==> images/clk_routes.png <==
Scale bar: 20 um.
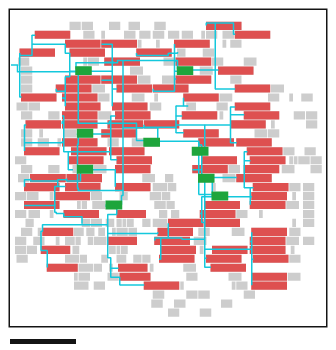
==> images/detail.png <==
Region (28, 9) to (68, 49) um. Cells in grey, sequential cells in the stronger grey; small squares are vias.
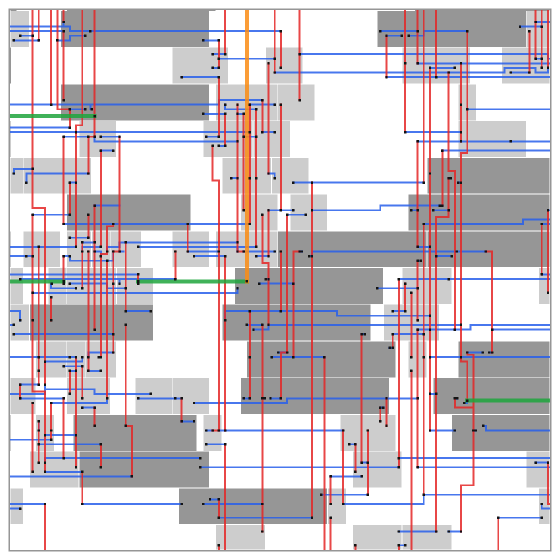
==> images/wires.png <==
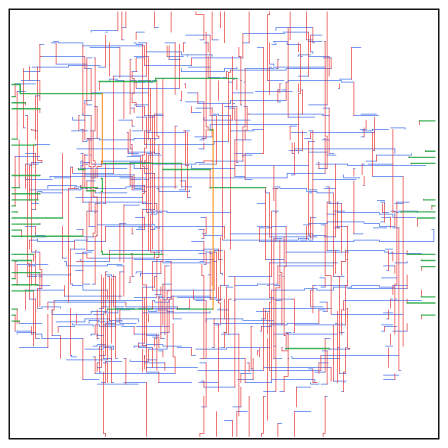
==> images/placement.png <==
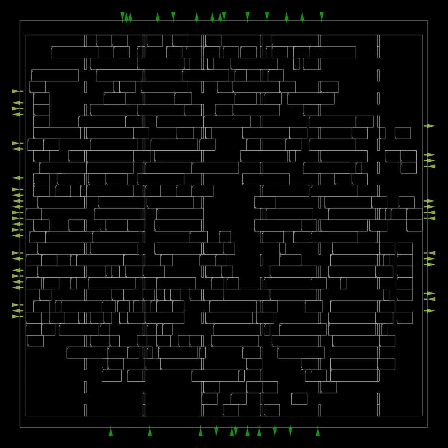
==> images/layer_met3.png <==
Scale bar: 20 um.
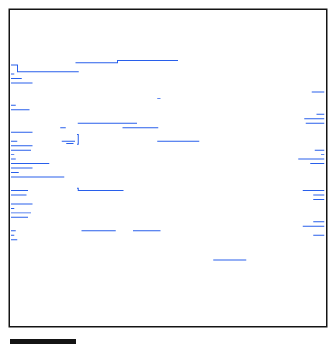
--- src/rtl/sic4_pkg.sv ---
// Shared SIC-4 core definitions: datapath widths, memory latency and the
// fetch-to-decode entry type.
package sic4_pkg;

  localparam int ADDR_W   = 8;
  localparam int INST_W   = 16;
  localparam int IMEM_LAT = 1;

  typedef struct packed {
    logic [INST_W-1:0] inst;
    logic [ADDR_W-1:0] pc;
  } fetch_entry_t;

endpackage

--- src/rtl/fetch_fifo.sv ---
// DEPTH-entry synchronous FIFO of fetch entries with a single-cycle clear.
// Occupancy state is reset; the storage array is not.
module fetch_fifo
  import sic4_pkg::*;
#(
  parameter  int DEPTH = 3,
  localparam int PTR_W = (DEPTH > 1) ? $clog2(DEPTH) : 1,
  localparam int CNT_W = $clog2(DEPTH + 1)
) (
  input  logic               i_clk,
  input  logic               i_rst_n,
  input  logic               i_push,
  input  fetch_entry_t       i_din,
  input  logic               i_pop,
  input  logic               i_clear,
  output fetch_entry_t       o_head,
  output logic [CNT_W-1:0]   o_count
);

  logic [PTR_W-1:0] r_wr_ptr;
  logic [PTR_W-1:0] r_rd_ptr;
  logic [CNT_W-1:0] r_count;
  fetch_entry_t     r_mem [DEPTH];

  logic w_push;
  logic w_pop;

  function automatic logic [PTR_W-1:0] ptr_inc(input logic [PTR_W-1:0] p);
    return (p == PTR_W'(DEPTH - 1)) ? '0 : p + 1'b1;
  endfunction

  // Guard against overflow/underflow even if the caller misbehaves.
  assign w_push = i_push & (r_count != CNT_W'(DEPTH));
  assign w_pop  = i_pop  & (r_count != '0);

  always_ff @(posedge i_clk or negedge i_rst_n) begin
    if (!i_rst_n) begin
      r_wr_ptr <= '0;
      r_rd_ptr <= '0;
      r_count  <= '0;
    end else if (i_clear) begin
      r_wr_ptr <= '0;
      r_rd_ptr <= '0;
      r_count  <= '0;
    end else begin
      if (w_push) r_wr_ptr <= ptr_inc(r_wr_ptr);
      if (w_pop)  r_rd_ptr <= ptr_inc(r_rd_ptr);
      case ({w_push, w_pop})
        2'b10:   r_count <= r_count + 1'b1;
        2'b01:   r_count <= r_count - 1'b1;
        default: r_count <= r_count;
      endcase
    end
  end

  always_ff @(posedge i_clk) begin
    if (w_push && !i_clear) r_mem[r_wr_ptr] <= i_din;
  end

  assign o_head  = r_mem[r_rd_ptr];
  assign o_count = r_count;

endmodule

--- src/rtl/fetch_stage.sv ---
// SIC-4 instruction fetch: accepts PCs, reads synchronous instruction memory
// and buffers {inst, pc} entries toward decode, with flush for taken branches.
module fetch_stage
  import sic4_pkg::*;
#(
  parameter int ADDR_W = sic4_pkg::ADDR_W,
  parameter int INST_W = sic4_pkg::INST_W,
  parameter int DEPTH  = 3
) (
  input  logic              clk,
  input  logic              rst_n,
  input  logic [ADDR_W-1:0] pc_in,
  input  logic              pc_valid,
  output logic              pc_ready,
  output logic              imem_en,
  output logic [ADDR_W-1:0] imem_addr,
  input  logic [INST_W-1:0] imem_rdata,
  input  logic              flush,
  output logic [INST_W-1:0] inst_out,
  output logic [ADDR_W-1:0] inst_pc,
  output logic              inst_valid,
  input  logic              inst_ready
);

  localparam int CNT_W = $clog2(DEPTH + 1);

  logic              r_inflight;
  logic [ADDR_W-1:0] r_pend_pc;

  logic [CNT_W-1:0]  w_count;
  logic [CNT_W:0]    w_occ;
  logic              w_accept;
  logic              w_push;
  logic              w_pop;
  logic              w_nonempty;
  fetch_entry_t      w_head;
  fetch_entry_t      w_push_entry;

  // Reserving a slot for the in-flight read guarantees the return always fits.
  assign w_occ      = {1'b0, w_count} + (CNT_W + 1)'(r_inflight);
  assign pc_ready   = (w_occ < (CNT_W + 1)'(DEPTH)) & ~flush;
  assign w_accept   = pc_valid & pc_ready;

  assign imem_en    = w_accept;
  assign imem_addr  = pc_in;

  assign w_push       = r_inflight & ~flush;
  assign w_push_entry = '{inst: imem_rdata, pc: r_pend_pc};

  assign w_nonempty = (w_count != '0);
  assign inst_valid = w_nonempty & ~flush;
  assign w_pop      = inst_valid & inst_ready;
  assign inst_out   = w_nonempty ? w_head.inst : '0;
  assign inst_pc    = w_nonempty ? w_head.pc   : '0;

  always_ff @(posedge clk or negedge rst_n) begin
    if (!rst_n) begin
      r_inflight <= 1'b0;
    end else begin
      r_inflight <= w_accept;
    end
  end

  always_ff @(posedge clk) begin
    if (w_accept) r_pend_pc <= pc_in;
  end

  fetch_fifo #(
    .DEPTH (DEPTH)
  ) u_fifo (
    .i_clk   (clk),
    .i_rst_n (rst_n),
    .i_push  (w_push),
    .i_din   (w_push_entry),
    .i_pop   (w_pop),
    .i_clear (flush),
    .o_head  (w_head),
    .o_count (w_count)
  );

endmodule

--- config.mk ---
export PLATFORM = sky130hd
export DESIGN_NAME = fetch_stage
export DESIGN_NICKNAME = d
export VERILOG_FILES = /design/src/rtl/sic4_pkg.sv /design/src/rtl/fetch_fifo.sv /design/src/rtl/fetch_stage.sv
export SDC_FILE = /design/constraint.sdc
export NUM_CORES = 1
export LEC_CHECK = 0
export CORE_UTILIZATION = 40
export CTS_BUF_LIST = sky130_fd_sc_hd__clkbuf_8
export DETAILED_ROUTE_END_ITERATION = 6
export HOLD_SLACK_MARGIN = 0.1
export PLACE_DENSITY = 0.72
export SLEW_MARGIN = 40
export SYNTH_ARGS = -nofsm -noshare
export SYNTH_HDL_FRONTEND = slang
export SYNTH_SLANG_ARGS = --single-unit
--- constraint.sdc ---
create_clock -name clk -period 3.2 [get_ports clk]
set_clock_uncertainty 0.2 [all_clocks]
set_input_delay 0.64 -clock clk [delete_from_list [all_inputs] [get_ports clk]]
set_output_delay 0.64 -clock clk [all_outputs]
set_load 0.005 [all_outputs]
==> results.ini <==
[run_status]
outcome=completed

[synth]
ys_top_logic_family=multiplexers
yosys.area_share.adder_pct=0.709
ys_types=26
synth_warnings=0
aoi_share_pct=1.84
syn_area_per_cell_um2=16.8
synth_seq_share_pct=73.0

[sta]
fmax_ghz=0.326
setup_slack_ps=134
slew_headroom_pct=44.8

[place]
place_hpwl_um=3990
post_dp_cell_area_um2=4270

[critical_path]
cp_slowest_cell=clkdlybuf4s50_1
cpMostUsedCell=ha_1

[cells_and_area]
fillers=705
insertedDiodeCount=0

[clocking]
cts_made_buffers=9
cts_tree=done

[worst_hold_path]
hold_class=register to register

## Picture notes: clk_routes.png
- clock drivers: green (count 9)
- flip-flops: red (count 87)
- clock wires: cyan (length 901 um)
- routed clock nets: 10
clk ins delay skew pair: 340 ps
Clock group: 637 uW

## Picture notes: detail.png
- metal 2: red
- metal 1: blue
- metal 4: orange
- metal 3: green
- netlist names of flops here include: u_fifo.r_mem (15), u_fifo.r_rd_ptr (2), u_fifo.r_wr_ptr (2)
- sequential cells in the window: 19
- most frequent: edfxtp_1 (15), buf_4 (10), nor2_1 (7)
- cells with their middle in the window: 64

## Picture notes: wires.png
- metal 1: blue (wire length 2,590 um)
- metal 3: green (wire length 307 um)
- metal 4: orange (wire length 55.8 um)
- metal 2: red (wire length 3,220 um)
Vias: 1,936
Routed WL per cell: 15.9 um
drt total wl: 6170 um
Tot GR Track Use: 14.5%

## Picture notes: placement.png
flop count: 87
Finished Core Util: 53.0%
core area: 8380 um2
final std cells w/o fill: 388
# rows: 33

## Picture notes: layer_met3.png
- longest straight run: 18.4 um
- wire length on this layer: 307 um
M3 GR Usage: 4.58%

final timing paths:
check / from / to / slack [ps] / depth (start not counted)
setup / recovery: u_fifo.o_count[0] / imem_en / 130 / 5
hold / removal: r_pend_pc[2] / u_fifo.r_mem[1][2] / 270 / 0
setup reg to reg: u_fifo.o_count[0] / r_pend_pc[2] / 1150 / 5
hold reg to reg: r_pend_pc[2] / u_fifo.r_mem[1][2] / 270 / 0
max in group asynchronous: rst_n / u_fifo.r_rd_ptr[1] / 2190 / 1
min in group asynchronous: rst_n / u_fifo.o_count[1] / 350 / 1
flip-flops by register name, summed over array words and instances, names as in the netlist:
| register | flops |
|---|---|
| r_pend_pc | 8 |
| u_fifo.o_count | 2 |
| u_fifo.r_rd_ptr | 2 |
| u_fifo.r_mem | 72 |
| r_inflight | 1 |
| u_fifo.r_wr_ptr | 2 |
metrics by stage:
step | setup TNS (ps) | util (%) | std cells
global route | 0 | 53.0 | 388
detailed placement | 0 | 51.0 | 373
CTS | 0 | 53.0 | 388
floorplan | -15890 | - | 210
finish | 0 | 53.0 | 388
global placement | 0 | 51.0 | 373
cell families after synthesis:
kind of cell | Yosys count
DFF | 87
muxes | 50
and+or+nand+nor | 45
buffers and inverters | 17
AOI/OAI and AO/OA | 9
adders and majority gates | 2
layout make-up:
type	count	share of cell area, %
timing repair buffer	75	16.2
sequential	87	58.1
tap	105	2.96
clock inverter	6	0.873
multi-input combinational	106	19.1
clock buffer	9	2.79
report_power, final:
group / total [uW] / leakage, uW / internal [uW] / switching (uW)
logic: 213 / 0.000559 / 126 / 86.9
registers: 1280 / 0.000817 / 1270 / 15.5
clock network: 637 / 0.0000724 / 273 / 364
critical path, delay by kind of cell (launching register included):
kind	cells	cell delay, ps
simple gates	1	200
fa+ha+maj	2	480
flops	1	460
compound gates	1	250
buf+inv	1	490
synthesized netlist by cell type:
cell type / number / area (um2)
o21ai_1: 1 / 5.00
nand2b_1: 3 / 18.8
dfrtp_1: 7 / 175
buf_6: 3 / 33.8
mux2i_1: 26 / 260
a21oi_1: 3 / 15.0
a2bb2oi_1: 1 / 8.76
or3_1: 1 / 6.26
edfxtp_1: 80 / 2400
a211oi_1: 1 / 7.51
nor3b_1: 2 / 15.0
nor3_1: 1 / 5.00
ha_1: 2 / 25.0
a21oi_2: 1 / 8.76
or2_2: 1 / 6.26
buf_4: 10 / 75.1
buf_2: 3 / 15.0
a21boi_2: 1 / 11.3
a311oi_1: 1 / 8.76
clkbuf_1: 1 / 3.75
nand3b_1: 2 / 15.0
nor2_1: 31 / 116
mux2_2: 24 / 270
nand2_1: 2 / 7.51
and2_1: 1 / 6.26
nor2b_1: 1 / 6.26
routing by layer:
metal	vias up	track usage, %
met1	960	16.5
met2	62	25.8
met4	0	5.22
li1	910	-
met5	-	0
met3	4	4.58
what timing repair did:
| action | CTS | global route |
|---|---|---|
| pin swaps | 0 | 1 |
| resized | 2 | 2 |
| endpoints found under the setup margin | 1 | 1 |
No activity file was given, so power comes from the tool's default toggle rates.
